==> images/ff_map.png <==
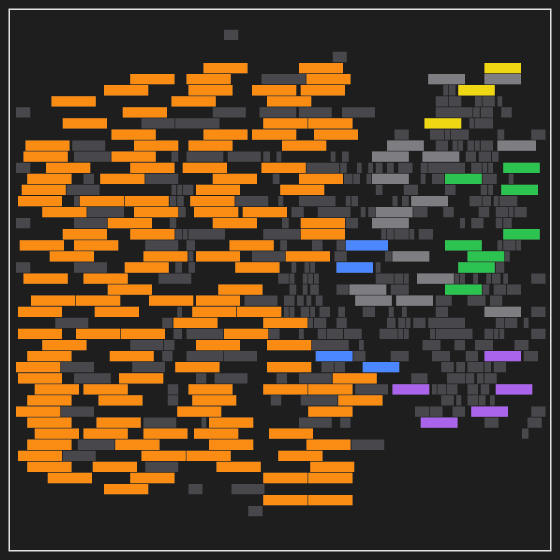
==> images/clock_nets.png <==
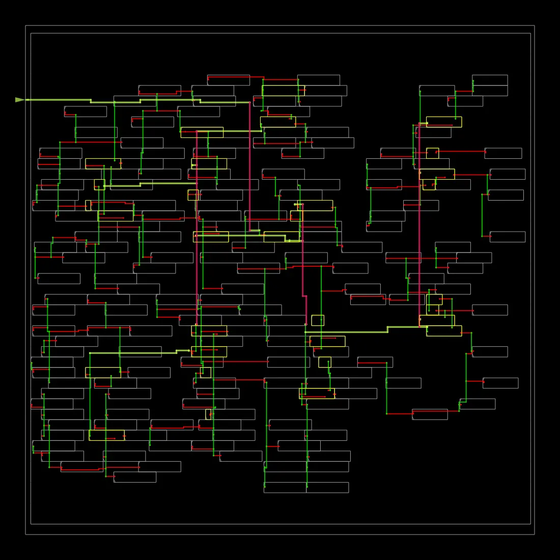
==> images/sizing.png <==
Bar = 50 um.
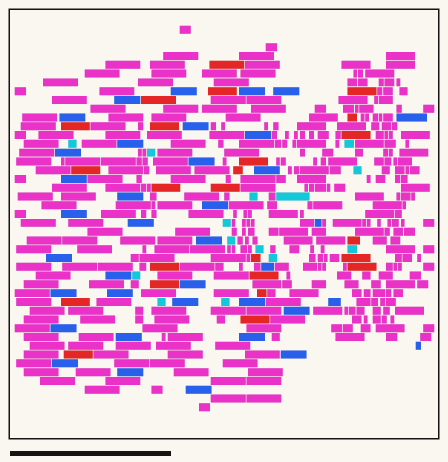
==> images/clock_wires.png <==
Bar = 50 um.
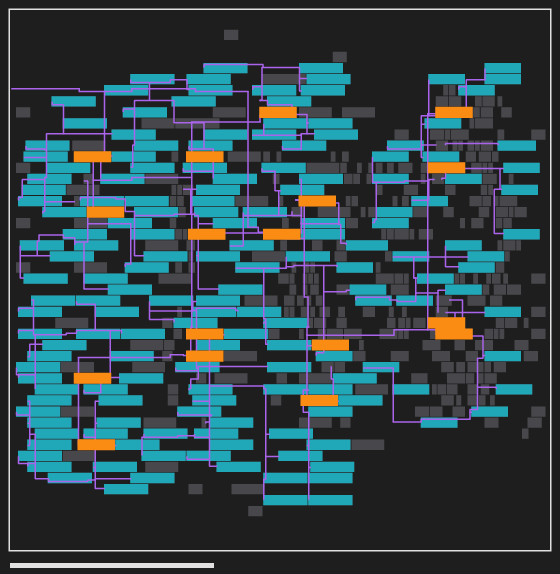
[src/rtl/uart_tx_fifo.sv]
// Buffered 8N1 UART transmitter: a small byte FIFO feeding a start/data/stop serialiser.
// Latency: a byte written into an idle, empty block drives txs low on the following edge.
// Backpressure: none to the producer; writes that arrive while full are dropped and flagged in tx_ovf.

// Byte queue: count-based full/empty, pointers wrap modulo DEPTH.
// Latency: a pushed entry is visible at rd_dat one edge after the push.
// Backpressure: wr_rdy low when full; pushes while full are ignored by the queue.
module uart_tx_fifo_buf #(
  parameter int DEPTH = 16,
  parameter int WIDTH = 8
) (
  input  logic                       clk,
  input  logic                       rst_n,
  input  logic                       wr_vld,
  input  logic [WIDTH-1:0]           wr_dat,
  output logic                       wr_rdy,
  input  logic                       rd_rdy,
  output logic                       rd_vld,
  output logic [WIDTH-1:0]           rd_dat,
  output logic [$clog2(DEPTH):0]     count
);

  localparam int AW = $clog2(DEPTH);
  localparam int CW = AW + 1;

  logic [WIDTH-1:0] mem [DEPTH];
  logic [AW-1:0]    wr_ptr;
  logic [AW-1:0]    rd_ptr;
  logic             push;
  logic             pop;

  // Full/empty come from the occupancy count so wrap-around never aliases.
  assign wr_rdy = (count != CW'(DEPTH));
  assign rd_vld = (count != '0);
  assign push   = wr_vld & wr_rdy;
  assign pop    = rd_rdy & rd_vld;
  assign rd_dat = mem[rd_ptr];

  // Storage array carries no reset; only pointers and count define validity.
  always_ff @(posedge clk) begin
    if (push) begin
      mem[wr_ptr] <= wr_dat;
    end
  end

  // Pointer and occupancy bookkeeping; simultaneous push and pop leave count unchanged.
  always_ff @(posedge clk or negedge rst_n) begin
    if (!rst_n) begin
      wr_ptr <= '0;
      rd_ptr <= '0;
      count  <= '0;
    end else begin
      if (push) begin
        wr_ptr <= wr_ptr + AW'(1);
      end
      if (pop) begin
        rd_ptr <= rd_ptr + AW'(1);
      end
      case ({push, pop})
        2'b10:   count <= count + CW'(1);
        2'b01:   count <= count - CW'(1);
        default: count <= count;
      endcase
    end
  end

endmodule

module uart_tx_fifo #(
  parameter int CLK_FREQ = 24000000,
  parameter int BAUD     = 115200,
  parameter int DEPTH    = 16
) (
  input  logic                    sys_clk,
  input  logic                    sys_rst_n,
  input  logic [7:0]              tx_data,
  input  logic                    tx_data_en,
  input  logic                    ovf_clr,
  output logic                    txs,
  output logic                    tx_full,
  output logic                    tx_busy,
  output logic [$clog2(DEPTH):0]  tx_count,
  output logic                    tx_ovf
);

  localparam int DIV = CLK_FREQ / BAUD;
  localparam int BW  = $clog2(DIV);
  localparam logic [BW-1:0] BAUD_LAST = BW'(DIV - 1);

  typedef enum logic [1:0] {
    S_IDLE  = 2'd0,
    S_START = 2'd1,
    S_DATA  = 2'd2,
    S_STOP  = 2'd3
  } state_t;

  state_t        state;
  state_t        state_n;
  logic [BW-1:0] baud_cnt;
  logic [2:0]    bit_idx;
  logic [7:0]    shift;
  logic [7:0]    shift_n;
  logic          txs_n;
  logic          baud_end;
  logic          pop;
  logic          fifo_vld;
  logic          fifo_rdy;
  logic [7:0]    fifo_dat;
  logic          drop;

  uart_tx_fifo_buf #(
    .DEPTH (DEPTH),
    .WIDTH (8)
  ) u_fifo (
    .clk    (sys_clk),
    .rst_n  (sys_rst_n),
    .wr_vld (tx_data_en),
    .wr_dat (tx_data),
    .wr_rdy (fifo_rdy),
    .rd_rdy (pop),
    .rd_vld (fifo_vld),
    .rd_dat (fifo_dat),
    .count  (tx_count)
  );

  assign baud_end = (baud_cnt == BAUD_LAST);
  assign tx_full  = ~fifo_rdy;
  // A write is judged against the pre-edge fill level, so a same-edge pop cannot rescue it.
  assign drop     = tx_data_en & ~fifo_rdy;
  assign tx_busy  = (state != S_IDLE) | (tx_count != '0);

  // State register.
  always_ff @(posedge sys_clk or negedge sys_rst_n) begin
    if (!sys_rst_n) begin
      state <= S_IDLE;
    end else begin
      state <= state_n;
    end
  end

  // Next-state: each bit phase lasts one full baud period; stop chains straight into start.
  always_comb begin
    state_n = state;
    case (state)
      S_IDLE:  if (fifo_vld) state_n = S_START;
      S_START: if (baud_end) state_n = S_DATA;
      S_DATA:  if (baud_end && (bit_idx == 3'd7)) state_n = S_STOP;
      S_STOP:  if (baud_end) state_n = fifo_vld ? S_START : S_IDLE;
      default: state_n = S_IDLE;
    endcase
  end

  // Outputs: pop decision, next shifter contents and the next registered line level.
  always_comb begin
    pop     = fifo_vld & ((state == S_IDLE) | ((state == S_STOP) & baud_end));
    shift_n = shift;
    if (pop) begin
      shift_n = fifo_dat;
    end else if ((state == S_DATA) && baud_end) begin
      shift_n = {1'b0, shift[7:1]};
    end
    case (state_n)
      S_START: txs_n = 1'b0;
      S_DATA:  txs_n = shift_n[0];
      default: txs_n = 1'b1;
    endcase
  end

  // Baud timing, bit index, shifter and the glitch-free line register.
  always_ff @(posedge sys_clk or negedge sys_rst_n) begin
    if (!sys_rst_n) begin
      baud_cnt <= '0;
      bit_idx  <= 3'd0;
      shift    <= 8'd0;
      txs      <= 1'b1;
    end else begin
      if (pop || baud_end || (state == S_IDLE)) begin
        baud_cnt <= '0;
      end else begin
        baud_cnt <= baud_cnt + BW'(1);
      end
      if ((state == S_START) && baud_end) begin
        bit_idx <= 3'd0;
      end else if ((state == S_DATA) && baud_end) begin
        bit_idx <= bit_idx + 3'd1;
      end
      shift <= shift_n;
      txs   <= txs_n;
    end
  end

  // Sticky overflow flag; a drop on the same edge as a clear keeps it set.
  always_ff @(posedge sys_clk or negedge sys_rst_n) begin
    if (!sys_rst_n) begin
      tx_ovf <= 1'b0;
    end else if (drop) begin
      tx_ovf <= 1'b1;
    end else if (ovf_clr) begin
      tx_ovf <= 1'b0;
    end
  end

endmodule
[config.mk]
export PLATFORM = sky130hd
export DESIGN_NAME = uart_tx_fifo
export DESIGN_NICKNAME = d
export VERILOG_FILES = /design/src/rtl/uart_tx_fifo.sv
export SDC_FILE = /design/constraint.sdc
export NUM_CORES = 1
export LEC_CHECK = 0
export CORE_UTILIZATION = 40
export DETAILED_ROUTE_END_ITERATION = 10
export GPL_ROUTABILITY_DRIVEN = 1
export PLACE_DENSITY = 0.6
export SLEW_MARGIN = 20
export SYNTH_ARGS = -nofsm -noshare
export SYNTH_HDL_FRONTEND = slang
export SYNTH_SLANG_ARGS = --single-unit
[constraint.sdc]
create_clock -name sys_clk -period 4.5 [get_ports sys_clk]
set_input_delay 0.9 -clock sys_clk [delete_from_list [all_inputs] [get_ports sys_clk]]
set_output_delay 0.9 -clock sys_clk [all_outputs]
set_load 0.02 [all_outputs]
==> CHANGELOG.md <==
### Metrics

- Status: finished clean
- TritonRoute pass-1 iters: 6
- Routed len/inst: 18.57 um
- Worst-path cell chain: nor4_1 -> nand2b_1 -> o21a_1 -> buf_4 -> ha_1 -> xor2_1 -> ha_1 -> o21a_1 -> o221a_1 -> o21ai_1 -> or3b_1 -> xnor2_1
- Via Count: 3461
- Met3 Wirelength: 391 um
- Nets: between 400 and 500
- Cell Rows: about 47
- Resized Gates After CTS: 0
- Dominant delay contributor by cell family on the critical path: simple AND/OR/NAND/NOR gates
- # setup viols final: 0
- Die height: around 130 um
- MaxCap Viol Count: 0
- Worst R2R End: u_fifo.count[4]
- Vias in the first global route: roughly 3.6k
- Post-CTS Setup Bufs: 0
- Fp util: 40.98%
- Slew HR: a little over a third
- RSZ-0062 raised after global routing: false
- Critical Path AT: between 3 and 4 ns
- Top FF cell, synth: edfxtp_1
- WL met2: around 6200 um
- Min-delay src: baud_cnt[0]
- Global route overflow: 0
- GRT Total Usage: between 15 and 20%
- Sum Neg Setup Slack: 0 ns
- Max IR drop VDD: between 0.0003 and 0.0004 V
- Crit. Startpoint: u_fifo.count[2]
- Min-Delay Path Depth: 1
- Initial antenna violation count: 0
- GR Util met3: about 3.4%
- Cell Type Count: 46
- Via density: between 5 and 6
- Dpl ws: approximately 0.93 ns
- Worst R2R Path Depth: 12
- Largest net degree at the start of global routing: 37
- Port Buffers: 20
- Critical path depth in cells: 12
- CP endpoint: u_fifo.count[4]
- Met2 Use GR: ~25%
- Clock skew: 0.006013 ns
- YS chip area: 0.006820 mm^2
- CP Data Required Time: between 4 and 5 ns
- H-tree depth: 4
- Yosys warning tally: 0
- FF-to-FF setup slack: approximately 1.3 ns
- Cells after Synth: 414
- Most frequent cells in the layout: edfxtp_1, nand2_1, dfrtp_1
- Most Crowded Layer GR: met2
- CP Max Fanout: 22
- Filler cells: between 1k and 1.5k
- #FFs+latches synth: between 150 and 200
- Final antenna-violating net count: 0
- Synth Net Count: around 440
- Hpwl dp: approximately 8000 um
- Area grow syn2layout: 14.36%
- CP Launch Type: register
- Min setup slack post-route: ~1.3 ns
- Clock Tree Root: clkbuf_16
- Post-synth ARST share: a little over a fifth
- CORE AREA: between 0.015 and 0.02 mm^2
- Slew Limit Fails: 0
- Ant. Diodes: 0
- Fmax: ~310 MHz
- FF-to-FF Start: u_fifo.count[2]
- Die W: roughly 130 um
- First DRT Iteration DRCs: about 250
- Minimum clock period: 3.230 ns
- Number of remaining DRC errors: 0
- Hold Crit Class: reg2reg
- Tot Pwr: ~4.7 mW
## Picture notes: ff_map.png
`bit_idx`: marked yellow, sequential cells 3. `u_fifo.count`: marked purple, sequential cells 5. `u_fifo.rd_ptr`: marked blue, sequential cells 4. `u_fifo.mem`: marked orange, sequential cells 128. `baud_cnt`: marked green, sequential cells 8, where east.
Another 16 sequential cells are not colored.
Util after Layout: 46.87%
register area: 0.004750 mm^2
sequential power: 2.15 mW
flop share of the area: 60.89%

## Picture notes: clock_nets.png
CTS buffer count: 17
seq_cells: 164
clock buffers: 18
CTS Sinks: 164

## Picture notes: sizing.png
x1 and smaller: marked magenta, cells 376, share 83%. x2: marked blue, cells 37, share 8.2%. x6 and larger: marked red, cells 24, share 5.3%. x3 and x4: marked cyan, cells 14, share 3.1%.

## Picture notes: clock_wires.png
flip-flops: marked cyan, count 164. clock wires: marked purple, length 1850 um. clock-net drivers: marked orange, count 17.
Position of the flops: all over the die.

==> report_power, final <==
part | switching, mW | total [mW] | internal [mW]
Sequential | 0.271 | 2.15 | 1.88
Clock | 0.601 | 1.42 | 0.824
Combinational | 0.586 | 1.17 | 0.586
==> metrics by stage <==
stage                     std cells  cell area, um^2  util (%)
after floorplan                 414             6820         -
after global placement          640             7218     43.37
after detailed placement        640             7218     43.37
after CTS                       671             7797     46.85
after global routing            671             7800     46.87
final                           671             7800     46.87
==> layout make-up <==
| cell class | count | area share [%] |
|---|---|---|
| repair buffers | 28 | 3.272 |
| clock inverters | 13 | 1.925 |
| clock buffers | 18 | 5.502 |
| multi-input cells | 220 | 24.49 |
| well taps | 220 | 3.529 |
| flip-flops and latches | 164 | 60.89 |
| inverters | 8 | 0.3850 |
==> cell families after synthesis <==
family / after synthesis / synth area share [%]
muxes: 41 / 11.92
and+or+nand+nor: 109 / 7.558
buffers and inverters: 30 / 2.403
AOI/OAI and AO/OA: 40 / 4.018
xor gates and xnor gates: 18 / 2.311
adders and majority gates: 12 / 2.201
DFF: 164 / 69.58
==> cell usage after synthesis, types with 7 or more instances <==
library cell / number / share of area [%]
edfxtp_1: 128 / 56
nand2_1: 34 / 1.9
inv_1: 8 / 0.44
a22oi_1: 9 / 0.99
nor3_1: 7 / 0.51
nand3_1: 18 / 1.3
o21ai_1: 10 / 0.73
ha_1: 12 / 2.2
dfrtp_1: 35 / 13
mux4_2: 32 / 11
clkbuf_1: 7 / 0.39
mux2i_1: 7 / 1.0
xnor2_1: 13 / 1.7
nor2_1: 26 / 1.4
==> state kept, by name, summed over array words and instances, names as in the netlist, 2 cells and up <==
signal,count
state,2
u_fifo.rd_ptr,4
u_fifo.count,5
shift,8
bit_idx,3
baud_cnt,8
u_fifo.mem,128
u_fifo.wr_ptr,4
No activity file was given, so power comes from the tool's default toggle rates.
